===== src/rtl/uart_tx_sched_pkg.sv =====
// Shared constants for the UART TX scheduler: drain FSM states,
// byte width, MMIO address and status-bit positions.
package uart_sched_pkg;

    localparam int UART_BYTE_W = 8;

    localparam logic [31:0] IO_BASE_ADDR      = 32'h1000_0000;
    localparam logic [31:0] IO_UART_TX_OFFSET = 32'h0000_0000;
    localparam logic [31:0] UART_SCHED_ADDR   =
        IO_BASE_ADDR + IO_UART_TX_OFFSET;

    // Bit positions in the IO status read word
    localparam int UART_STAT_SCHED_BUSY_BIT = 0;
    localparam int UART_STAT_LEVEL_LSB      = 8;

    localparam logic [1:0] ST_IDLE    = 2'd0;
    localparam logic [1:0] ST_LAUNCH  = 2'd1;
    localparam logic [1:0] ST_WAIT_HI = 2'd2;
    localparam logic [1:0] ST_WAIT_LO = 2'd3;

endpackage


===== src/rtl/uart_tx_sched_if.sv =====
// Requester and shifter handshake bundle for uart_tx_sched.
// master = scheduler side, slave = requesters plus TX shifter.
interface uart_tx_sched_if #(
    parameter int NUM_REQ = 2
);
    import uart_sched_pkg::*;

    logic [NUM_REQ-1:0]             req_valid;
    logic [UART_BYTE_W*NUM_REQ-1:0] req_data;
    logic [NUM_REQ-1:0]             req_ready;
    logic                           tx_start;
    logic [UART_BYTE_W-1:0]         tx_data;
    logic                           tx_busy;

    modport master (
        input  req_valid, req_data, tx_busy,
        output req_ready, tx_start, tx_data
    );

    modport slave (
        output req_valid, req_data, tx_busy,
        input  req_ready, tx_start, tx_data
    );

endinterface


===== src/rtl/uart_tx_sched_fifo.sv =====
// sync_byte_fifo: single-clock byte FIFO, power-of-two depth,
// one push and one pop per cycle, guarded against over/underflow.
module sync_byte_fifo
    import uart_sched_pkg::*;
#(
    parameter int DEPTH = 8,
    parameter int LVL_W = $clog2(DEPTH) + 1
) (
    input  logic                   clk,
    input  logic                   rst,
    input  logic                   push,
    input  logic                   pop,
    input  logic [UART_BYTE_W-1:0] wdata,
    output logic [UART_BYTE_W-1:0] rdata,
    output logic                   full,
    output logic                   empty,
    output logic [LVL_W-1:0]       level
);
    localparam int PTR_W = $clog2(DEPTH);

    logic [UART_BYTE_W-1:0] mem_q [DEPTH];
    logic [PTR_W-1:0]       wr_ptr_q, wr_ptr_d;
    logic [PTR_W-1:0]       rd_ptr_q, rd_ptr_d;
    logic [LVL_W-1:0]       level_q, level_d;
    logic                   do_push, do_pop;

    assign full    = level_q == LVL_W'(DEPTH);
    assign empty   = level_q == '0;
    assign level   = level_q;
    assign rdata   = mem_q[rd_ptr_q];
    assign do_push = push & ~full;
    assign do_pop  = pop & ~empty;

    // Pointers wrap naturally because DEPTH is a power of two
    always_comb begin
        wr_ptr_d = wr_ptr_q + PTR_W'(do_push);
        rd_ptr_d = rd_ptr_q + PTR_W'(do_pop);
        level_d  = level_q;
        case ({do_push, do_pop})
            2'b10:   level_d = level_q + 1'b1;
            2'b01:   level_d = level_q - 1'b1;
            default: level_d = level_q;
        endcase
    end

    always_ff @(posedge clk) begin
        if (rst) begin
            wr_ptr_q <= '0;
            rd_ptr_q <= '0;
            level_q  <= '0;
        end else begin
            wr_ptr_q <= wr_ptr_d;
            rd_ptr_q <= rd_ptr_d;
            level_q  <= level_d;
        end
    end

    always_ff @(posedge clk) begin
        if (do_push) mem_q[wr_ptr_q] <= wdata;
    end

endmodule


===== src/rtl/uart_tx_sched.sv =====
// Round-robin share of one UART TX shifter between NUM_REQ requesters.
// Optional stats counters: define UART_TX_SCHED_STATS_EN.
module uart_tx_sched
    import uart_sched_pkg::*;
#(
    parameter int NUM_REQ    = 2,
    parameter int FIFO_DEPTH = 8,
    parameter int LVL_W      = $clog2(FIFO_DEPTH) + 1
) (
    input  logic             clk,
    input  logic             rst,
    uart_tx_sched_if.master  bus,
    output logic [LVL_W-1:0] fifo_level,
    output logic             sched_busy
`ifdef UART_TX_SCHED_STATS_EN
    ,
    output logic [16*NUM_REQ-1:0] stat_bytes,
    output logic [15:0]           stat_bp
`endif
);
    localparam int RR_W = $clog2(NUM_REQ);

    logic [RR_W-1:0]        rr_q, rr_d;
    logic [1:0]             state_q, state_d;
    logic [UART_BYTE_W-1:0] tx_data_q, tx_data_d;

    logic [NUM_REQ-1:0]     grant;
    logic [RR_W-1:0]        gnt_idx;
    logic                   any_gnt;
    logic [UART_BYTE_W-1:0] push_data;
    logic [UART_BYTE_W-1:0] fifo_rdata;
    logic                   fifo_full, fifo_empty;
    logic                   pop;

    sync_byte_fifo #(
        .DEPTH (FIFO_DEPTH),
        .LVL_W (LVL_W)
    ) u_fifo (
        .clk   (clk),
        .rst   (rst),
        .push  (any_gnt),
        .pop   (pop),
        .wdata (push_data),
        .rdata (fifo_rdata),
        .full  (fifo_full),
        .empty (fifo_empty),
        .level (fifo_level)
    );

    // Full is judged on the registered level only: no pop bypass
    always_comb begin : arb
        int              idx;
        logic [RR_W-1:0] sel;
        grant   = '0;
        gnt_idx = '0;
        any_gnt = 1'b0;
        idx     = 0;
        sel     = '0;
        if (!rst && !fifo_full) begin
            for (int k = 0; k < NUM_REQ; k++) begin
                idx = int'(rr_q) + k;
                if (idx >= NUM_REQ) idx = idx - NUM_REQ;
                sel = RR_W'(idx);
                if (!any_gnt && bus.req_valid[sel]) begin
                    any_gnt    = 1'b1;
                    grant[sel] = 1'b1;
                    gnt_idx    = sel;
                end
            end
        end
    end

    always_comb begin
        push_data = '0;
        for (int i = 0; i < NUM_REQ; i++) begin
            if (grant[i])
                push_data = bus.req_data[i*UART_BYTE_W +: UART_BYTE_W];
        end
    end

    always_comb begin
        rr_d = rr_q;
        if (any_gnt)
            rr_d = (gnt_idx == RR_W'(NUM_REQ - 1)) ? '0 : gnt_idx + 1'b1;
    end

    always_comb begin
        state_d   = state_q;
        tx_data_d = tx_data_q;
        pop       = 1'b0;
        case (state_q)
            ST_IDLE: begin
                if (!fifo_empty && !bus.tx_busy) begin
                    pop       = 1'b1;
                    tx_data_d = fifo_rdata;
                    state_d   = ST_LAUNCH;
                end
            end
            ST_LAUNCH:  state_d = ST_WAIT_HI;
            ST_WAIT_HI: if (bus.tx_busy) state_d = ST_WAIT_LO;
            ST_WAIT_LO: if (!bus.tx_busy) state_d = ST_IDLE;
            default:    state_d = ST_IDLE;
        endcase
    end

    always_ff @(posedge clk) begin
        if (rst) begin
            rr_q      <= '0;
            state_q   <= ST_IDLE;
            tx_data_q <= '0;
        end else begin
            rr_q      <= rr_d;
            state_q   <= state_d;
            tx_data_q <= tx_data_d;
        end
    end

    assign bus.req_ready = grant;
    assign bus.tx_start  = state_q == ST_LAUNCH;
    assign bus.tx_data   = tx_data_q;
    assign sched_busy    = !fifo_empty || (state_q != ST_IDLE);

`ifdef UART_TX_SCHED_STATS_EN
    logic [15:0] cnt_q [NUM_REQ];
    logic [15:0] cnt_d [NUM_REQ];
    logic [15:0] bp_q, bp_d;

    always_comb begin
        for (int i = 0; i < NUM_REQ; i++)
            cnt_d[i] = cnt_q[i] + {15'd0, grant[i]};
        bp_d = bp_q + {15'd0, (|bus.req_valid) & fifo_full};
    end

    always_ff @(posedge clk) begin
        if (rst) begin
            for (int i = 0; i < NUM_REQ; i++) cnt_q[i] <= '0;
            bp_q <= '0;
        end else begin
            for (int i = 0; i < NUM_REQ; i++) cnt_q[i] <= cnt_d[i];
            bp_q <= bp_d;
        end
    end

    always_comb begin
        stat_bytes = '0;
        for (int i = 0; i < NUM_REQ; i++)
            stat_bytes[i*16 +: 16] = cnt_q[i];
    end

    assign stat_bp = bp_q;
`endif

endmodule


===== src/flat_wrapper.sv =====
// flat-port wrapper written by rule: the top's interface ports become plain ports
module uart_tx_sched_flat import uart_sched_pkg::*;
#(
    parameter int NUM_REQ    = 2,
    parameter int FIFO_DEPTH = 8,
    parameter int LVL_W      = $clog2(FIFO_DEPTH) + 1
)
  (clk, rst, fifo_level, sched_busy, bus_req_valid, bus_req_data, bus_tx_busy, bus_req_ready, bus_tx_start, bus_tx_data);
  uart_tx_sched_if #(.NUM_REQ(NUM_REQ)) bus_i ();
  input  logic clk;
  input  logic rst;
  output logic [LVL_W-1:0] fifo_level;
  output logic sched_busy;
  input wire logic [$bits(bus_i.req_valid)-1:0] bus_req_valid;
  input wire logic [$bits(bus_i.req_data)-1:0] bus_req_data;
  input wire logic [$bits(bus_i.tx_busy)-1:0] bus_tx_busy;
  output wire logic [$bits(bus_i.req_ready)-1:0] bus_req_ready;
  output wire logic [$bits(bus_i.tx_start)-1:0] bus_tx_start;
  output wire logic [$bits(bus_i.tx_data)-1:0] bus_tx_data;
  assign bus_i.req_valid = bus_req_valid;
  assign bus_i.req_data = bus_req_data;
  assign bus_i.tx_busy = bus_tx_busy;
  assign bus_req_ready = bus_i.req_ready;
  assign bus_tx_start = bus_i.tx_start;
  assign bus_tx_data = bus_i.tx_data;
  uart_tx_sched #(.NUM_REQ(NUM_REQ), .FIFO_DEPTH(FIFO_DEPTH), .LVL_W(LVL_W)) u_core (.clk(clk), .rst(rst), .bus(bus_i), .fifo_level(fifo_level), .sched_busy(sched_busy));
endmodule

===== config.mk =====
export PLATFORM = sky130hd
export DESIGN_NAME = uart_tx_sched_flat
export DESIGN_NICKNAME = d
export VERILOG_FILES = /design/src/rtl/uart_tx_sched_pkg.sv /design/src/rtl/uart_tx_sched_if.sv /design/src/rtl/uart_tx_sched_fifo.sv /design/src/rtl/uart_tx_sched.sv /design/src/flat_wrapper.sv
export SDC_FILE = /design/constraint.sdc
export NUM_CORES = 1
export LEC_CHECK = 0
export CAP_MARGIN = 20
export CORE_UTILIZATION = 51
export DETAILED_ROUTE_END_ITERATION = 8
export PLACE_DENSITY = 0.76
export SYNTH_ARGS = -nofsm -noshare
export SYNTH_HDL_FRONTEND = slang
export SYNTH_SLANG_ARGS = --single-unit

===== constraint.sdc =====
create_clock -name clk -period 2.5 [get_ports clk]
set_input_delay 0.75 -clock clk [delete_from_list [all_inputs] [get_ports clk]]
set_output_delay 0.75 -clock clk [all_outputs]
set_load 0.02 [all_outputs]

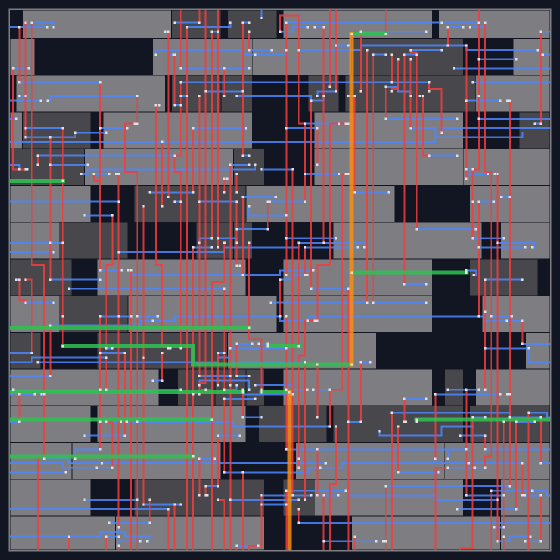
**Above:** run 1 (a small window of the routed layout).
Window x 23 to 63, y 41 to 81 µm. Cells in gray, sequential cells in the stronger gray; small squares are vias.
green -> M3
blue -> M1
orange -> M4
red -> M2
most frequent = edfxtp_1 (30), mux4_1 (5), clkbuf_8 (5)
sequential cells in the window = 32
netlist names of flops here include = u_core.u_fifo.mem_q (30), u_core.bus.tx_data (2)
cells with their middle in the window = 58

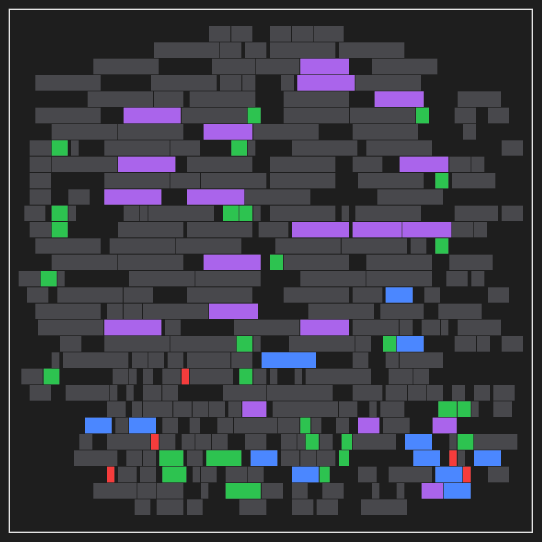
**Above:** run 1 (gate families picked out).
Drawn at 6 px/µm.
green -> aoi and oai cells  # cells 28, where all over the die
blue -> fa/ha/maj cells  # cells 12
purple -> mux cells  # cells 20
red -> inv cells  # cells 5

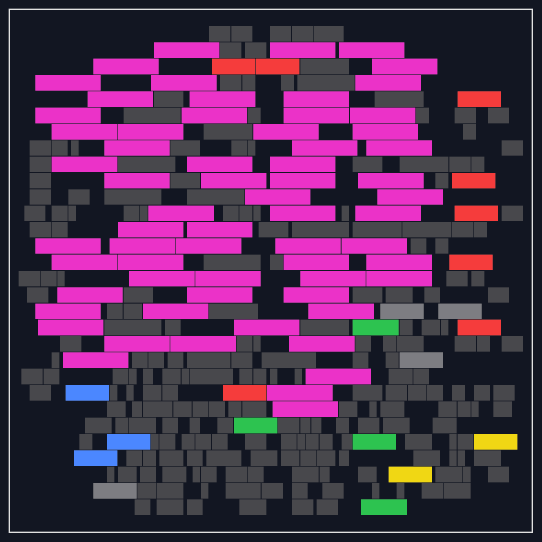
**Above:** run 1 (where the registers sit).
Drawn at 6 px/µm. Other sequential cells in the stronger gray, the rest of the logic in the fainter gray.
red -> u_core.bus.tx_data  # flops 8
magenta -> u_core.u_fifo.mem_q  # flops 64
green -> u_core.u_fifo.level  # flops 4
blue -> u_core.u_fifo.wr_ptr_q  # flops 3
yellow -> u_core.state_q  # flops 2

==> flow_summary.ini, run 1 <==
; generated from flow reports
[place]
dp.cells = 379
place.gp.congestion = 0.723
dpl.hpwl_um = 4660
placed_area_um2 = 4290

[sta]
tightestPinTransition_ns = 0.506
period_used_share = 0.962

[routing]
wl_met3_um = 363
vias_per_cell = 5.41
ant_nets = 0

[die]
initCoreUtil = 0.536
core_area_um2 = 6870
fp.dieArea_um2 = 7560

[finish]
syn_to_final_growth_pct = 23.1
nets = 328
post_route_cells_drive_above_1_share = 0.273
post-route-util = 0.659
signal_buffers = 61
top_register = u_core.u_fifo.mem_q
fin_area_um2 = 4530
seq_area_frac = 0.518
seq_area_um2 = 2340
inv_count = 5

[clock_network]
cts-buffers-inserted = 9
cts_setup_buffers = 0
hold_buffers = 0
cts_tree = built
clock-sinks = 85
clock_latency_ns = 0.36
clkTransAtPathRegs_ns = 0.09
cts.path.max_buffers = 2

[synthesis]
syn_inst = 233
common_cells = edfxtp_1 (64), dfxtp_1 (21), nor2_1 (19)
edf_count = 64
avgSynthCellArea_um2 = 15.8
synthArstFlopShare = 0
ys_sh_aoi = 0.0571
xor_area_frac = 0.0119
yosys.area_share.simple = 0.109
yosys.cell_types.count = 42
postSynthSeqShare = 0.637
ff_type = edfxtp_1

[outcome]
status = finished clean

[critical_path]
crit_buf_inv = 1
cp_top_family = simple AND/OR/NAND/NOR gates
r2r-start = u_core.u_fifo.level[3]$_SDFFE_PP0P_
startpoint_type = flip-flop
crit_type = flip-flop to output port

[grt]
grt_busiest_layer = met2
antenna_found_initial = 0
grtUsageMet3 = 0.0427
grt_use_met1 = 0.251

[power]
power_frac_seq = 0.456

[worst_hold_path]
min_path_type = flip-flop to flip-flop

[run]
drv_cap = 0
**Run 1: metal 2**

Drawn at 3 px/µm. Cells faint in the background.
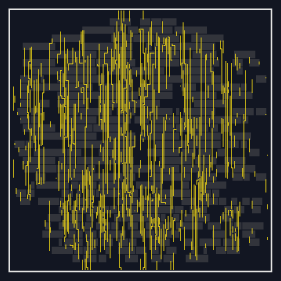

==> inputs of run 2 (changes only) <==
CORE_UTILIZATION = 56   (was 51)
DONT_BUFFER_PORTS = 1   (was default)
PLACE_DENSITY = 0.74   (was 0.76)
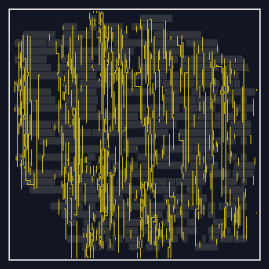
**Above:** run 2 (metal 2).
Drawn at 3 px/µm. Cells faint in the background.
wire length on this layer = 3280 µm
longest straight run = 46.8 µm
nets with wire on the layer = 239

==> run 2 against run 1 <==
Effect of this change: clock-buffer cell count is 1 lower; clock power is 3.5% higher; synthesized cell count stayed put; synthesized area stayed put; sequential power is 3% higher; die area is 8.7% lower; design area is 10% lower; utilization is 1.8 points lower; sequential cell count stayed put; combinational power is 23% lower; critical endpoint is now u_core.u_fifo.level[2]$_SDFFE_PP0P_; largest cell class unchanged.
==> flow_summary.ini, run 2 <==
; generated from flow reports
[critical_path]
crit_buf_inv = 0
r2r-start = u_core.u_fifo.level[0]$_SDFFE_PP0P_
cp_top_family = simple AND/OR/NAND/NOR gates
startpoint_type = flip-flop
crit_type = flip-flop to flip-flop

[outcome]
status = finished clean

[place]
place.gp.congestion = 0.772
dpl.hpwl_um = 4470
dp.cells = 322
placed_area_um2 = 3860

[synthesis]
common_cells = edfxtp_1 (64), dfxtp_1 (21), nor2_1 (19)
syn_inst = 233
yosys.cell_types.count = 42
ys_sh_aoi = 0.0571
edf_count = 64
postSynthSeqShare = 0.637
yosys.area_share.simple = 0.109
xor_area_frac = 0.0119
ff_type = edfxtp_1

[finish]
lay_top_cells = edfxtp_1 (64), buf_4 (23), nor2_1 (19)
nets = 290
top_register = u_core.u_fifo.mem_q
syn_to_final_growth_pct = 10.6
post-route-util = 0.641
post_route_cells_drive_above_1_share = 0.294
signal_buffers = 23
seq_area_frac = 0.577
seq_area_um2 = 2350
fin_area_um2 = 4070

[sta]
period_used_share = 0.927
tightestPinTransition_ns = 0.687

[grt]
antenna_found_initial = 0
grtUsageMet3 = 0.0586

[clock_network]
clock-sinks = 85
cts-buffers-inserted = 9
cts.path.max_buffers = 2
clkTransAtPathRegs_ns = 0.09
hold_buffers = 0
clock_latency_ns = 0.37

[routing]
wl_met3_um = 357
ant_nets = 0
vias_per_cell = 5.91

[power]
power_frac_seq = 0.496

[worst_hold_path]
min_path_type = input port to flip-flop

[run]
drv_cap = 0

[die]
die_x_um = 83.1
initCoreUtil = 0.579
==> inputs of run 3 (changes only) <==
CTS_CLUSTER_SIZE = 14   (was default)
==> run 3 against run 2 <==
Effect of this change: setup slack stayed put; worst hold slack stayed put; routed wire length stayed put; final cell count stayed put; global-route usage stayed put; critical endpoint unchanged; largest power group unchanged.
==> flow_summary.ini, run 3 <==
; generated from flow reports
[outcome]
status = finished clean

[finish]
post_route_cells_drive_above_1_share = 0.294
seq_area_frac = 0.577
signal_buffers = 23
nClkBuffers = 9
fin_area_um2 = 4070
top_register = u_core.u_fifo.mem_q
nets = 290
inv_count = 5
seq_area_um2 = 2350
syn_to_final_growth_pct = 10.6
lay_top_cells = edfxtp_1 (64), buf_4 (23), nor2_1 (19)
instances_no_fill = 339
post-route-util = 0.641

[grt]
grt_busiest_layer = met2
grtUsageMet3 = 0.0586
grt_pass1_wl_um = 10800
grt_use_met1 = 0.284
grt_pass1_vias = 2101
antenna_found_initial = 0

[routing]
wl_met3_um = 357
highest_layer = met4
vias_per_cell = 5.91
ant_nets = 0

[critical_path]
crit_type = flip-flop to flip-flop
r2r-start = u_core.u_fifo.level[0]$_SDFFE_PP0P_
cp_top_family = simple AND/OR/NAND/NOR gates
cp-endpoint = u_core.u_fifo.level[2]$_SDFFE_PP0P_
startpoint_type = flip-flop
crit_buf_inv = 0

[run]
drv_cap = 0

[power]
power.share.combinational = 0.256
power_leakage_uw = 0.00145
p_per_area_nw_per_um2 = 916
powerSeq_uw = 1850
comb-power_uw = 953
power_frac_seq = 0.496

[die]
die_x_um = 83.1
initCoreUtil = 0.579
core_area_um2 = 6350
core.rowCount = 29
die_h_um = 83.1
fp.dieArea_um2 = 6900

[clock_network]
clkTransAtPathRegs_ns = 0.09
cts-buffers-inserted = 9
clock_latency_ns = 0.37
clock-sinks = 85
cts.path.max_buffers = 2
cts_tree = built
hold_buffers = 0
cts_setup_buffers = 0

[synthesis]
synthArstFlopShare = 0
avgSynthCellArea_um2 = 15.8
common_cells = edfxtp_1 (64), dfxtp_1 (21), nor2_1 (19)
syn_inst = 233
ys_sh_aoi = 0.0571
yosys.cell_types.count = 42
edf_count = 64
ff_type = edfxtp_1
yosys.area_share.simple = 0.109
xor_area_frac = 0.0119
postSynthSeqShare = 0.637

[worst_hold_path]
min_path_type = input port to flip-flop

[sta]
rsz0062_at_grt = false
max_slew_margin = 0.541
tightestPinTransition_ns = 0.687
period_used_share = 0.927

[place]
placed_area_um2 = 3860
dpl.hpwl_um = 4470
dp_slack_ns = 0.0947
place.gp.congestion = 0.772
dp.cells = 322
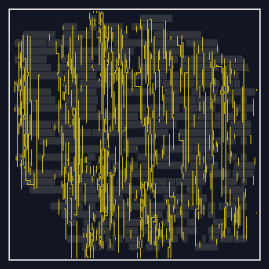
**Above:** run 3 (metal 2).
Drawn at 3 px/µm. Cells faint in the background.
share of all routed wire = 50%
main direction = vertical
longest straight run = 46.8 µm
nets with wire on the layer = 239
wire length on this layer = 3280 µm
final WL: 6590 µm
vias: 2005
met2 Track Usage GR: 0.340

Power figures rest on the tool's default switching activity, not on a simulated workload.
